[config.mk]
export PLATFORM = sky130hd
export DESIGN_NAME = risc_ctrl_seq_flat
export DESIGN_NICKNAME = d
export VERILOG_FILES = /design/src/rtl/risc_pkg.sv /design/src/rtl/risc_ctrl_seq_if.sv /design/src/rtl/risc_pc_unit.sv /design/src/rtl/risc_ctrl_seq.sv /design/src/flat_wrapper.sv
export SDC_FILE = /design/constraint.sdc
export NUM_CORES = 1
export LEC_CHECK = 0
export ABC_AREA = 0
export CORE_AREA = 2 2 54 68
export CTS_CLUSTER_DIAMETER = 200
export DETAILED_ROUTE_END_ITERATION = 8
export DIE_AREA = 0 0 56 70
export DONT_BUFFER_PORTS = 1
export PLACE_DENSITY = 0.76
export SLEW_MARGIN = 40
export SYNTH_ARGS = -nofsm -noshare
export SYNTH_HDL_FRONTEND = slang
export SYNTH_HIERARCHICAL = 1
export SYNTH_SLANG_ARGS = --single-unit
export TNS_END_PERCENT = 50
[constraint.sdc]
create_clock -name clk -period 3.2 [get_ports clk]
set_input_delay 0.64 -clock clk [delete_from_list [all_inputs] [get_ports clk]]
set_output_delay 0.64 -clock clk [all_outputs]
set_load 0.02 [all_outputs]
[src/rtl/risc_pkg.sv]
// Shared definitions for the 8-bit RISC core control path.
// Contents: default widths, opcode constants (ALU codes match the ALU's
// select values NOP..NOT), sequencer state encoding, instruction field
// positions and small opcode-classification helpers.
package risc_pkg;

  localparam int WRD_SIZE  = 8;
  localparam int SEL_WIDTH = 3;
  localparam int INSTR_W   = 16;

  localparam logic [3:0] OP_NOP  = 4'd0;
  localparam logic [3:0] OP_ADD  = 4'd1;
  localparam logic [3:0] OP_SUB  = 4'd2;
  localparam logic [3:0] OP_AND  = 4'd3;
  localparam logic [3:0] OP_OR   = 4'd4;
  localparam logic [3:0] OP_SLT  = 4'd5;
  localparam logic [3:0] OP_SRT  = 4'd6;
  localparam logic [3:0] OP_NOT  = 4'd7;
  localparam logic [3:0] OP_LDI  = 4'd8;
  localparam logic [3:0] OP_BEQ  = 4'd9;
  localparam logic [3:0] OP_JMP  = 4'd10;
  localparam logic [3:0] OP_HALT = 4'd11;

  localparam logic [2:0] SEL_NOP = 3'd0;
  localparam logic [2:0] SEL_SUB = 3'd2;

  typedef enum logic [2:0] {
    ST_FETCH,
    ST_DECODE,
    ST_EXEC,
    ST_WB,
    ST_HALT
  } state_e;

  // Instruction field positions
  localparam int F_OP_HI   = 15;
  localparam int F_OP_LO   = 12;
  localparam int F_RD_HI   = 11;
  localparam int F_RD_LO   = 9;
  localparam int F_RS1_HI  = 8;
  localparam int F_RS1_LO  = 6;
  localparam int F_RS2_HI  = 5;
  localparam int F_RS2_LO  = 3;
  localparam int F_IMM8_HI = 7;
  localparam int F_IMM6_HI = 5;

  function automatic logic is_alu_op(input logic [3:0] op);
    return op[3] == 1'b0;
  endfunction

  function automatic logic is_illegal_op(input logic [3:0] op);
    return op[3:2] == 2'b11;
  endfunction

  // ADD..NOT and LDI write the register file; NOP does not
  function automatic logic writes_rf(input logic [3:0] op);
    return (op >= OP_ADD) && (op <= OP_LDI);
  endfunction

endpackage

[src/rtl/risc_ctrl_seq_if.sv]
// Bus between the control sequencer and the rest of the core: instruction
// memory handshake, ALU select / zero flag, register-file control and
// status. master = sequencer side, slave = memory/ALU/regfile side.
interface risc_ctrl_seq_if #(
  parameter int wrd_size  = 8,
  parameter int sel_width = 3,
  parameter int instr_w   = 16
);
  logic [instr_w-1:0]   Imem_data;
  logic                 Imem_ack;
  logic                 Alu_zero_flg;
  logic                 Imem_req;
  logic [wrd_size-1:0]  Pc_out;
  logic [sel_width-1:0] Alu_sel;
  logic [2:0]           Rf_rd_addr1;
  logic [2:0]           Rf_rd_addr2;
  logic [2:0]           Rf_wr_addr;
  logic                 Rf_wr_en;
  logic                 Rf_wr_sel;
  logic [wrd_size-1:0]  Imm_out;
  logic                 Halted;
  logic                 Illegal_op;

  modport master (
    input  Imem_data, Imem_ack, Alu_zero_flg,
    output Imem_req, Pc_out, Alu_sel, Rf_rd_addr1, Rf_rd_addr2, Rf_wr_addr,
           Rf_wr_en, Rf_wr_sel, Imm_out, Halted, Illegal_op
  );

  modport slave (
    output Imem_data, Imem_ack, Alu_zero_flg,
    input  Imem_req, Pc_out, Alu_sel, Rf_rd_addr1, Rf_rd_addr2, Rf_wr_addr,
           Rf_wr_en, Rf_wr_sel, Imm_out, Halted, Illegal_op
  );
endinterface

[src/rtl/risc_pc_unit.sv]
// Program counter: holds the instruction address and updates it by +1,
// by a sign-extended 6-bit branch offset, or by loading a jump target.
// All arithmetic wraps modulo 2^wrd_size.
// Ports: clk, rst (sync, active-high), inc/br/ld (one-hot update select,
// ld > br > inc), off6 (branch offset), tgt (jump target), pc (current PC).
module risc_pc_unit #(
  parameter int wrd_size = 8
) (
  input  logic                clk,
  input  logic                rst,
  input  logic                inc,
  input  logic                br,
  input  logic                ld,
  input  logic [5:0]          off6,
  input  logic [wrd_size-1:0] tgt,
  output logic [wrd_size-1:0] pc
);

  localparam logic [wrd_size-1:0] ONE = 1;

  logic [wrd_size-1:0] off_ext;

  assign off_ext = {{(wrd_size-6){off6[5]}}, off6};

  always_ff @(posedge clk) begin
    if (rst)      pc <= '0;
    else if (ld)  pc <= tgt;
    else if (br)  pc <= pc + off_ext;
    else if (inc) pc <= pc + ONE;
  end

endmodule

[src/rtl/risc_ctrl_seq.sv]
// Multi-cycle control sequencer for the 8-bit RISC core.
// FETCH -> DECODE -> EXEC -> WB -> FETCH; BEQ/JMP return to FETCH from EXEC,
// HALT is terminal until rst. Fetches over a req/ack handshake, drives the
// ALU select and register-file controls, and owns the PC (risc_pc_unit).
// Ports: clk, rst (sync, active-high), bus (risc_ctrl_seq_if.master).
module risc_ctrl_seq
  import risc_pkg::*;
#(
  parameter int wrd_size  = WRD_SIZE,
  parameter int sel_width = SEL_WIDTH,
  parameter int instr_w   = INSTR_W
) (
  input  logic                 clk,
  input  logic                 rst,
  risc_ctrl_seq_if.master      bus
);

  state_e             state, state_nxt;
  logic [instr_w-1:0] ir;
  logic               illegal_q;
  logic [3:0]         op;
  logic               req, wr_en, wr_sel;
  logic [2:0]         alu_sel;
  logic               pc_inc, pc_br, pc_ld;
  logic [wrd_size-1:0] pc;

  assign op = ir[F_OP_HI:F_OP_LO];

  always_ff @(posedge clk) begin
    if (rst) begin
      state     <= ST_FETCH;
      ir        <= '0;
      illegal_q <= 1'b0;
    end else begin
      state <= state_nxt;
      // ack is only meaningful while fetching
      if (state == ST_FETCH && bus.Imem_ack) ir <= bus.Imem_data;
      if (state == ST_WB && is_illegal_op(op)) illegal_q <= 1'b1;
    end
  end

  always_comb begin
    state_nxt = state;
    req       = 1'b0;
    alu_sel   = SEL_NOP;
    wr_en     = 1'b0;
    wr_sel    = 1'b0;
    pc_inc    = 1'b0;
    pc_br     = 1'b0;
    pc_ld     = 1'b0;
    case (state)
      ST_FETCH: begin
        req = 1'b1;
        if (bus.Imem_ack) state_nxt = ST_DECODE;
      end
      ST_DECODE: state_nxt = (op == OP_HALT) ? ST_HALT : ST_EXEC;
      ST_EXEC: begin
        if (is_alu_op(op))     alu_sel = op[2:0];
        else if (op == OP_BEQ) alu_sel = SEL_SUB;
        if (op == OP_BEQ) begin
          pc_br     = bus.Alu_zero_flg;
          pc_inc    = !bus.Alu_zero_flg;
          state_nxt = ST_FETCH;
        end else if (op == OP_JMP) begin
          pc_ld     = 1'b1;
          state_nxt = ST_FETCH;
        end else begin
          state_nxt = ST_WB;
        end
      end
      ST_WB: begin
        wr_en     = writes_rf(op);
        wr_sel    = (op == OP_LDI);
        pc_inc    = 1'b1;
        state_nxt = ST_FETCH;
      end
      ST_HALT: state_nxt = ST_HALT;
      default: state_nxt = ST_FETCH;
    endcase
  end

  risc_pc_unit #(.wrd_size(wrd_size)) u_pc (
    .clk  (clk),
    .rst  (rst),
    .inc  (pc_inc),
    .br   (pc_br),
    .ld   (pc_ld),
    .off6 (ir[F_IMM6_HI:0]),
    .tgt  (wrd_size'(ir[F_IMM8_HI:0])),
    .pc   (pc)
  );

  // Strobes are forced idle while rst is held so that the cycle in which
  // reset is first applied already shows reset values.
  assign bus.Imem_req    = req && !rst;
  assign bus.Alu_sel     = rst ? sel_width'(SEL_NOP) : sel_width'(alu_sel);
  assign bus.Rf_wr_en    = wr_en && !rst;
  assign bus.Rf_wr_sel   = wr_sel && !rst;
  assign bus.Pc_out      = pc;
  // BEQ compares the registers named in the rd/rs1 fields
  assign bus.Rf_rd_addr1 = (op == OP_BEQ) ? ir[F_RD_HI:F_RD_LO]   : ir[F_RS1_HI:F_RS1_LO];
  assign bus.Rf_rd_addr2 = (op == OP_BEQ) ? ir[F_RS1_HI:F_RS1_LO] : ir[F_RS2_HI:F_RS2_LO];
  assign bus.Rf_wr_addr  = ir[F_RD_HI:F_RD_LO];
  assign bus.Imm_out     = wrd_size'(ir[F_IMM8_HI:0]);
  assign bus.Halted      = (state == ST_HALT);
  assign bus.Illegal_op  = illegal_q;

endmodule

[src/flat_wrapper.sv]
// flat-port wrapper written by rule: the top's interface ports become plain ports
module risc_ctrl_seq_flat import risc_pkg::*;
#(
  parameter int wrd_size  = WRD_SIZE,
  parameter int sel_width = SEL_WIDTH,
  parameter int instr_w   = INSTR_W
)
  (clk, rst, bus_Imem_data, bus_Imem_ack, bus_Alu_zero_flg, bus_Imem_req, bus_Pc_out, bus_Alu_sel, bus_Rf_rd_addr1, bus_Rf_rd_addr2, bus_Rf_wr_addr, bus_Rf_wr_en, bus_Rf_wr_sel, bus_Imm_out, bus_Halted, bus_Illegal_op);
  risc_ctrl_seq_if #(.wrd_size(wrd_size), .sel_width(sel_width), .instr_w(instr_w)) bus_i ();
  input  logic clk;
  input  logic rst;
  input wire logic [$bits(bus_i.Imem_data)-1:0] bus_Imem_data;
  input wire logic [$bits(bus_i.Imem_ack)-1:0] bus_Imem_ack;
  input wire logic [$bits(bus_i.Alu_zero_flg)-1:0] bus_Alu_zero_flg;
  output wire logic [$bits(bus_i.Imem_req)-1:0] bus_Imem_req;
  output wire logic [$bits(bus_i.Pc_out)-1:0] bus_Pc_out;
  output wire logic [$bits(bus_i.Alu_sel)-1:0] bus_Alu_sel;
  output wire logic [$bits(bus_i.Rf_rd_addr1)-1:0] bus_Rf_rd_addr1;
  output wire logic [$bits(bus_i.Rf_rd_addr2)-1:0] bus_Rf_rd_addr2;
  output wire logic [$bits(bus_i.Rf_wr_addr)-1:0] bus_Rf_wr_addr;
  output wire logic [$bits(bus_i.Rf_wr_en)-1:0] bus_Rf_wr_en;
  output wire logic [$bits(bus_i.Rf_wr_sel)-1:0] bus_Rf_wr_sel;
  output wire logic [$bits(bus_i.Imm_out)-1:0] bus_Imm_out;
  output wire logic [$bits(bus_i.Halted)-1:0] bus_Halted;
  output wire logic [$bits(bus_i.Illegal_op)-1:0] bus_Illegal_op;
  assign bus_i.Imem_data = bus_Imem_data;
  assign bus_i.Imem_ack = bus_Imem_ack;
  assign bus_i.Alu_zero_flg = bus_Alu_zero_flg;
  assign bus_Imem_req = bus_i.Imem_req;
  assign bus_Pc_out = bus_i.Pc_out;
  assign bus_Alu_sel = bus_i.Alu_sel;
  assign bus_Rf_rd_addr1 = bus_i.Rf_rd_addr1;
  assign bus_Rf_rd_addr2 = bus_i.Rf_rd_addr2;
  assign bus_Rf_wr_addr = bus_i.Rf_wr_addr;
  assign bus_Rf_wr_en = bus_i.Rf_wr_en;
  assign bus_Rf_wr_sel = bus_i.Rf_wr_sel;
  assign bus_Imm_out = bus_i.Imm_out;
  assign bus_Halted = bus_i.Halted;
  assign bus_Illegal_op = bus_i.Illegal_op;
  risc_ctrl_seq #(.wrd_size(wrd_size), .sel_width(sel_width), .instr_w(instr_w)) u_core (.clk(clk), .rst(rst), .bus(bus_i));
endmodule
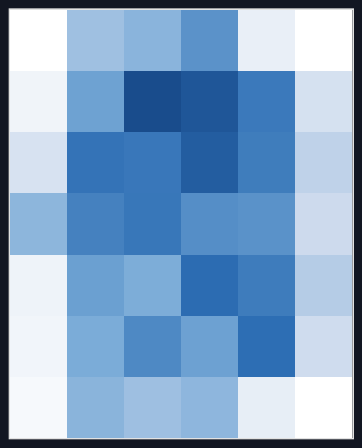
Fig. 1. Placement density heat map.
The die is cut into 6 by 7 equal tiles; white is low, dark blue is high, 0 to 100% covered.
tiles over 75% full: 12%
nearly empty tiles: 7.1%
fullest tile: 89%
mean over tiles: 44%
area of the placeable core: 3360 sq um
Layout Utilization: 0.525
fp util: 0.522

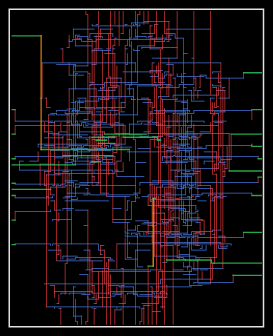
Fig. 2. Routed metal, one color a layer.
[orange] met4 | wire length: 40.1 um
[red] met2 | wire length: 1930 um
[blue] met1 | wire length: 1730 um
[green] met3 | wire length: 154 um
vias after detailed routing: 1468
total global routing track utilization: 0.207
detail-routed net length per standard cell: 15.5 um
wirelength, routed: 3860 um

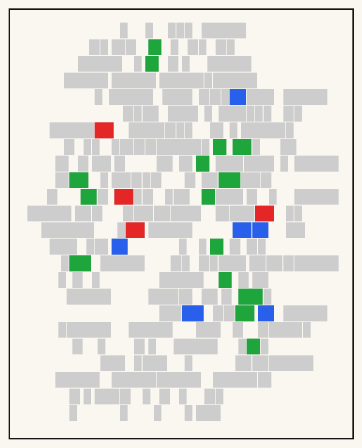
Fig. 3. Selected gate families.
[green] AND and OR gates | cells: 15
[red] XOR/XNOR gates | cells: 4
[blue] AND-OR and OR-AND gates | cells: 6
filler-free cell count of the finished design: 249
combinational share of cell area: 0.583
most common logic cell in the routed design: nand2_1

==> metrics.cfg <==
[outcome]
status=finished clean

[yosys]
commonest_flop=dfxtp_1
ys_top_cells_by_count=nand2_1, dfxtp_1, a21oi_1
largest_area_cell=dfxtp_1
synth.lib_cells_used.distinct=51
synthTopLogicFamily=simple AND/OR/NAND/NOR gates
synth_xor_xnor_area_share=0.0199

[cts]
cts-buffers-inserted=3
cts-resized-gates=0
post_cts_hold_buffer_count=0

[power]
pwr_density_cell_nw_per_um2=417
power-top-group=sequential cells
p_seq_frac=0.556
overall_power_uw=735

[worst_hold_path]
hold-path-endpoint=u_core/ir[2]$_SDFFE_PP0P_

[die]
chip_area_sq_um=3920

[final_timing]
fin_ws_ns=0.232
timing_worst_slew_pin_value_ns=0.667
achievable-frequency_mhz=337

[finish]
layout.area.comb_sq_um=1030

[critical_path]
setup.worst_path.end_class=flop
critPathSlowestCell=or4_4

-- cell type report --
cell class	count	share of cell area
multi-input cells	165	0.583
repair buffers	6	0.0255
inverters	7	0.0149
flip-flops and latches	28	0.318
clock buffers	4	0.0312
well taps	39	0.0277
-- routing by layer --
layer | up-vias | GRT usage | routed length, um
met1 | 684 | 0.260 | 1730
met3 | 4 | 0.0370 | 153
li1 | 741 | - | -
met5 | - | 0 | 0
met2 | 39 | 0.339 | 1930
met4 | 0 | 0.0979 | 40
-- registers in the layout, indices dropped and copies added (netlist names) --
signal and count:
u_core/bus.Illegal_op 1, u_core/ir 16, u_core/state 3, u_core/u_pc/pc 8
Power and IR drop assume default switching activity.
